[src/rtl/load_store_unit_if.sv]
// Bundles the pipeline-side request signals and the data-memory bus of the load/store unit.
// The slave modport is the LSU's view; the master modport is the pipeline and memory side.
interface load_store_unit_if;
    logic        mem_read_control;
    logic        mem_write_control;
    logic [2:0]  funct3;
    logic [31:0] addr;
    logic [31:0] store_data;
    logic        dmem_req;
    logic        dmem_we;
    logic [31:0] dmem_addr;
    logic [31:0] dmem_wdata;
    logic [3:0]  dmem_wstrb;
    logic        dmem_ready;
    logic [31:0] dmem_rdata;
    logic        stall;
    logic [31:0] load_data;
    logic        load_valid;
    logic        access_fault;

    modport slave (
        input  mem_read_control, mem_write_control, funct3, addr, store_data,
        input  dmem_ready, dmem_rdata,
        output dmem_req, dmem_we, dmem_addr, dmem_wdata, dmem_wstrb,
        output stall, load_data, load_valid, access_fault
    );

    modport master (
        output mem_read_control, mem_write_control, funct3, addr, store_data,
        output dmem_ready, dmem_rdata,
        input  dmem_req, dmem_we, dmem_addr, dmem_wdata, dmem_wstrb,
        input  stall, load_data, load_valid, access_fault
    );
endinterface

[src/rtl/load_store_unit.sv]
// RV32I load/store unit: classifies an access, runs a single request/ready handshake
// with a bounded wait, and returns lane-aligned store data or an extended load result.
module load_store_unit #(
    parameter int unsigned TIMEOUT = 15
) (
    input  logic              clk,
    input  logic              rst,
    load_store_unit_if.slave  bus
);
    typedef enum logic [1:0] {
        IDLE = 2'd0,
        REQ  = 2'd1,
        DONE = 2'd2
    } state_t;

    localparam logic [3:0] TIMEOUT_C = 4'(TIMEOUT);

    function automatic logic is_illegal(input logic we, input logic [2:0] f3);
        logic bad;
        if (we) begin
            bad = (f3 > 3'd2);
        end else begin
            bad = (f3 == 3'd3) || (f3 == 3'd6) || (f3 == 3'd7);
        end
        return bad;
    endfunction

    function automatic logic is_misaligned(input logic [2:0] f3, input logic [1:0] off);
        logic mis;
        case (f3[1:0])
            2'b01:   mis = off[0];
            2'b10:   mis = (off != 2'b00);
            default: mis = 1'b0;
        endcase
        return mis;
    endfunction

    function automatic logic [3:0] store_strb(input logic [2:0] f3, input logic [1:0] off);
        logic [3:0] strb;
        case (f3[1:0])
            2'b00:   strb = 4'b0001 << off;
            2'b01:   strb = off[1] ? 4'b1100 : 4'b0011;
            2'b10:   strb = 4'b1111;
            default: strb = 4'b0000;
        endcase
        return strb;
    endfunction

    function automatic logic [31:0] store_lanes(input logic [2:0] f3, input logic [31:0] data);
        logic [31:0] lanes;
        case (f3[1:0])
            2'b00:   lanes = {4{data[7:0]}};
            2'b01:   lanes = {2{data[15:0]}};
            default: lanes = data;
        endcase
        return lanes;
    endfunction

    function automatic logic [31:0] extract_load(input logic [2:0] f3, input logic [1:0] off,
                                                 input logic [31:0] word);
        logic [31:0] byte_sh;
        logic [31:0] half_sh;
        logic [31:0] res;
        byte_sh = word >> {off, 3'b000};
        half_sh = word >> {off[1], 4'b0000};
        case (f3)
            3'b000:  res = {{24{byte_sh[7]}}, byte_sh[7:0]};
            3'b001:  res = {{16{half_sh[15]}}, half_sh[15:0]};
            3'b010:  res = word;
            3'b100:  res = {24'd0, byte_sh[7:0]};
            3'b101:  res = {16'd0, half_sh[15:0]};
            default: res = 32'd0;
        endcase
        return res;
    endfunction

    state_t      state_q, state_d;
    logic [31:0] addr_q, addr_d;
    logic [2:0]  funct3_q, funct3_d;
    logic [31:0] sdata_q, sdata_d;
    logic        we_q, we_d;
    logic [3:0]  cnt_q, cnt_d;
    logic [31:0] load_data_q, load_data_d;
    logic        load_valid_q, load_valid_d;
    logic        fault_q, fault_d;

    logic        new_we_s;
    logic        new_bad_s;
    logic        stall_s;
    logic        in_req_s;
    logic [3:0]  cnt_inc_s;

    assign new_we_s  = bus.mem_write_control;
    assign new_bad_s = is_illegal(new_we_s, bus.funct3) || is_misaligned(bus.funct3, bus.addr[1:0]);
    assign cnt_inc_s = cnt_q + 4'd1;

    // Next-state, capture and pulse logic for the access sequencer.
    always_comb begin
        state_d      = state_q;
        addr_d       = addr_q;
        funct3_d     = funct3_q;
        sdata_d      = sdata_q;
        we_d         = we_q;
        cnt_d        = cnt_q;
        load_data_d  = load_data_q;
        load_valid_d = 1'b0;
        fault_d      = 1'b0;
        stall_s      = 1'b0;
        case (state_q)
            IDLE: begin
                if (bus.mem_write_control || bus.mem_read_control) begin
                    if (new_bad_s) begin
                        fault_d = 1'b1;
                    end else begin
                        stall_s  = 1'b1;
                        addr_d   = bus.addr;
                        funct3_d = bus.funct3;
                        sdata_d  = bus.store_data;
                        we_d     = new_we_s;
                        cnt_d    = 4'd0;
                        state_d  = REQ;
                    end
                end else begin
                    stall_s = 1'b0;
                end
            end
            REQ: begin
                stall_s = 1'b1;
                if (bus.dmem_ready) begin
                    state_d = DONE;
                    if (!we_q) begin
                        load_data_d  = extract_load(funct3_q, addr_q[1:0], bus.dmem_rdata);
                        load_valid_d = 1'b1;
                    end else begin
                        load_valid_d = 1'b0;
                    end
                end else begin
                    cnt_d = cnt_inc_s;
                    // Give up once TIMEOUT request cycles have gone unanswered.
                    if (cnt_inc_s == TIMEOUT_C) begin
                        fault_d = 1'b1;
                        state_d = IDLE;
                    end else begin
                        state_d = REQ;
                    end
                end
            end
            DONE: begin
                state_d = IDLE;
            end
            default: begin
                state_d = IDLE;
            end
        endcase
    end

    // State and output registers with synchronous reset.
    always_ff @(posedge clk) begin
        if (rst) begin
            state_q      <= IDLE;
            addr_q       <= 32'd0;
            funct3_q     <= 3'd0;
            sdata_q      <= 32'd0;
            we_q         <= 1'b0;
            cnt_q        <= 4'd0;
            load_data_q  <= 32'd0;
            load_valid_q <= 1'b0;
            fault_q      <= 1'b0;
        end else begin
            state_q      <= state_d;
            addr_q       <= addr_d;
            funct3_q     <= funct3_d;
            sdata_q      <= sdata_d;
            we_q         <= we_d;
            cnt_q        <= cnt_d;
            load_data_q  <= load_data_d;
            load_valid_q <= load_valid_d;
            fault_q      <= fault_d;
        end
    end

    // Memory bus is driven only from captured values so it stays stable until ready.
    assign in_req_s         = (state_q == REQ) && !rst;
    assign bus.dmem_req     = in_req_s;
    assign bus.dmem_we      = in_req_s && we_q;
    assign bus.dmem_addr    = {addr_q[31:2], 2'b00};
    assign bus.dmem_wdata   = store_lanes(funct3_q, sdata_q);
    assign bus.dmem_wstrb   = (in_req_s && we_q) ? store_strb(funct3_q, addr_q[1:0]) : 4'b0000;
    assign bus.stall        = stall_s && !rst;
    assign bus.load_data    = load_data_q;
    assign bus.load_valid   = load_valid_q;
    assign bus.access_fault = fault_q;
endmodule

[src/flat_wrapper.sv]
// flat-port wrapper written by rule: the top's interface ports become plain ports
module load_store_unit_flat 
#(
    parameter int unsigned TIMEOUT = 15
)
  (clk, rst, bus_mem_read_control, bus_mem_write_control, bus_funct3, bus_addr, bus_store_data, bus_dmem_ready, bus_dmem_rdata, bus_dmem_req, bus_dmem_we, bus_dmem_addr, bus_dmem_wdata, bus_dmem_wstrb, bus_stall, bus_load_data, bus_load_valid, bus_access_fault);
  load_store_unit_if bus_i ();
  input  logic clk;
  input  logic rst;
  input wire logic [$bits(bus_i.mem_read_control)-1:0] bus_mem_read_control;
  input wire logic [$bits(bus_i.mem_write_control)-1:0] bus_mem_write_control;
  input wire logic [$bits(bus_i.funct3)-1:0] bus_funct3;
  input wire logic [$bits(bus_i.addr)-1:0] bus_addr;
  input wire logic [$bits(bus_i.store_data)-1:0] bus_store_data;
  input wire logic [$bits(bus_i.dmem_ready)-1:0] bus_dmem_ready;
  input wire logic [$bits(bus_i.dmem_rdata)-1:0] bus_dmem_rdata;
  output wire logic [$bits(bus_i.dmem_req)-1:0] bus_dmem_req;
  output wire logic [$bits(bus_i.dmem_we)-1:0] bus_dmem_we;
  output wire logic [$bits(bus_i.dmem_addr)-1:0] bus_dmem_addr;
  output wire logic [$bits(bus_i.dmem_wdata)-1:0] bus_dmem_wdata;
  output wire logic [$bits(bus_i.dmem_wstrb)-1:0] bus_dmem_wstrb;
  output wire logic [$bits(bus_i.stall)-1:0] bus_stall;
  output wire logic [$bits(bus_i.load_data)-1:0] bus_load_data;
  output wire logic [$bits(bus_i.load_valid)-1:0] bus_load_valid;
  output wire logic [$bits(bus_i.access_fault)-1:0] bus_access_fault;
  assign bus_i.mem_read_control = bus_mem_read_control;
  assign bus_i.mem_write_control = bus_mem_write_control;
  assign bus_i.funct3 = bus_funct3;
  assign bus_i.addr = bus_addr;
  assign bus_i.store_data = bus_store_data;
  assign bus_i.dmem_ready = bus_dmem_ready;
  assign bus_i.dmem_rdata = bus_dmem_rdata;
  assign bus_dmem_req = bus_i.dmem_req;
  assign bus_dmem_we = bus_i.dmem_we;
  assign bus_dmem_addr = bus_i.dmem_addr;
  assign bus_dmem_wdata = bus_i.dmem_wdata;
  assign bus_dmem_wstrb = bus_i.dmem_wstrb;
  assign bus_stall = bus_i.stall;
  assign bus_load_data = bus_i.load_data;
  assign bus_load_valid = bus_i.load_valid;
  assign bus_access_fault = bus_i.access_fault;
  load_store_unit #(.TIMEOUT(TIMEOUT)) u_core (.clk(clk), .rst(rst), .bus(bus_i));
endmodule
[config.mk]
export PLATFORM = sky130hd
export DESIGN_NAME = load_store_unit_flat
export DESIGN_NICKNAME = d
export VERILOG_FILES = /design/src/rtl/load_store_unit_if.sv /design/src/rtl/load_store_unit.sv /design/src/flat_wrapper.sv
export SDC_FILE = /design/constraint.sdc
export NUM_CORES = 1
export LEC_CHECK = 0
export ABC_AREA = 1
export CAP_MARGIN = 10
export CORE_UTILIZATION = 41
export DETAILED_ROUTE_END_ITERATION = 16
export PLACE_DENSITY_LB_ADDON = 0.2
export SLEW_MARGIN = 20
export SYNTH_ARGS = -nofsm -noshare
export SYNTH_HDL_FRONTEND = slang
export SYNTH_SLANG_ARGS = --single-unit
[constraint.sdc]
create_clock -name clk -period 1.45 [get_ports clk]
set_input_delay 0.29 -clock clk [delete_from_list [all_inputs] [get_ports clk]]
set_output_delay 0.29 -clock clk [all_outputs]
set_load 0.01 [all_outputs]
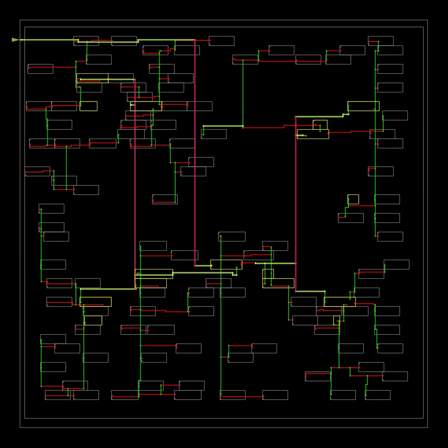
**Above:** clock nets.
clock buf count: 11
Worst-Skew Late Latency: 360 ps

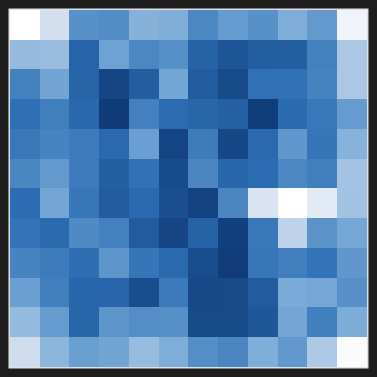
**Above:** local utilization.
Drawn at 3 px/um. 12 x 12 tiles, from white (low) to dark blue (high), 0 to 100% covered.
The fullest tile reaches 95%. 1.4% of the tiles are nearly empty. The emptiest ninth of the die: east. The mean over all tiles is 65%. 33% of the tiles are over 75% full.

==> ci_impl_report.md <==
### Flow metrics

| Metric | Value |
|---|---|
| Status | finished with violations |
| Failing checks | setup timing |
| Port bufs | 206 |
| Logic area | roughly 3000 sq um |
| Most frequent cell after synthesis | nand2_1 |
| DRT antenna net count | 0 |
| Non-clock inverter total of the final layout | ~120 |
| Worst hold path stage count | 3 |
| Comb. pwr | ~0.0033 W |
| Routed WL | 18.9 mm |
| Area Growth Syn to Fin | 66.7% |
| Crit path largest cell delay | between 300 and 400 ps |
| Tap cells | approximately 180 |
| Deepest level of the CTS H-tree | 3 |
| Most frequent logic cell in the layout | nand2_1 |
| First-pass DRT Iterations | 5 |
| M1 wire length | roughly 8 mm |
| Chip area | roughly 14000 sq um |
| Setup CP Type | reg2out |
| Worst path most repeated cell | inv_2 |
| Critical path launch point | u_core.state_q[0] |
| Max-Cap Viols | 0 |
| MI comb cells | slightly above 500 |
| Final count of negative-setup-slack endpoints | 133 |
| Leading power group | registers |
| DP Worst Slack | -1010 ps |
| Clock buffer depth | 2 |
| Seq_cells | around 110 |
| Core ar. | 13300 sq um |
| R2R cell count | 8 |
| Final total power | slightly above 0.009 W |
| Yosys chip area | between 5000 and 6000 sq um |
| CTS tree | yes |
| Pin count of the biggest net entering global routing | ~47 |
| Ys async rst share | 0% |
| Clock-cell share of area | around 3.4% |
| First-pass GRT wire length | 28.9 mm |
| Sw power | 0.00299 W |
| Count of tool warnings | 32 |
| Ao+oa area frac | approximately a fifth |
| Cell count after synthesis | between 800 and 900 |
| Minimum clock period | 1790 ps |
| Post-synthesis area per instance | 6.89 sq um |
| Top-area cell share | about two fifths |
| I/O pin count | roughly 210 |
| R2R Path Start | u_core.state_q[0] |
| Post-CTS Resized | between 300 and 400 |
| CP Capture Point | bus_dmem_wstrb[1] |
| Critical path fanouts, max | 3 |
| CP max-delay cell | dfxtp_2 |
| Number of enable flip-flop cells | 0 |
| DP Area | ~7800 sq um |
| Postcts setup bufs | 24 |
| Initial antenna violation count | 1 |
| Top cells excl fill/tap | 159 x nand2_1, 103 x inv_1, 99 x dfxtp_1 |
| Ys flop type | dfxtp_1 |
| Max Fclk | approximately 0.56 GHz |
| Worst Slack Setup Final | -343 ps |
| Gr busiest metal | met2 |
| Hold-fix buffers, CTS | 0 |
| Simple share | 21.0% |
| Final non-filler cell total | around 1200 |
| Hold Path Origin | rst |
| Wire per inst | between 15 and 20 um |
| Placed Cells | between 1000 and 1500 |
| Final Cell Area | about 9400 sq um |
| Gate power share | 35.6% |
| Post-synthesis mux area share | 0% |
| Xor/xnor share | less than 1% |
| WP data arrival | ~1500 ps |
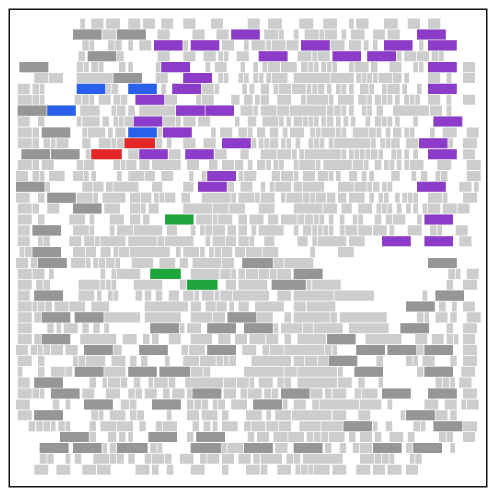
**Above:** register map, names as in the netlist.
Drawn at 4 px/um. Other sequential cells in the stronger gray, the rest of the logic in the fainter gray.
u_core.state_q: shown in red, flops 2. u_core.funct3_q: shown in green, flops 3. u_core.cnt_q: shown in blue, flops 4, where north-west. u_core.bus.load_data: shown in purple, flops 32.
Seq power: 0.00338 W
post-layout util: 70.4%
flop share of the area: 23.3%
Reg area: 2180 sq um

Power and IR drop assume default switching activity.
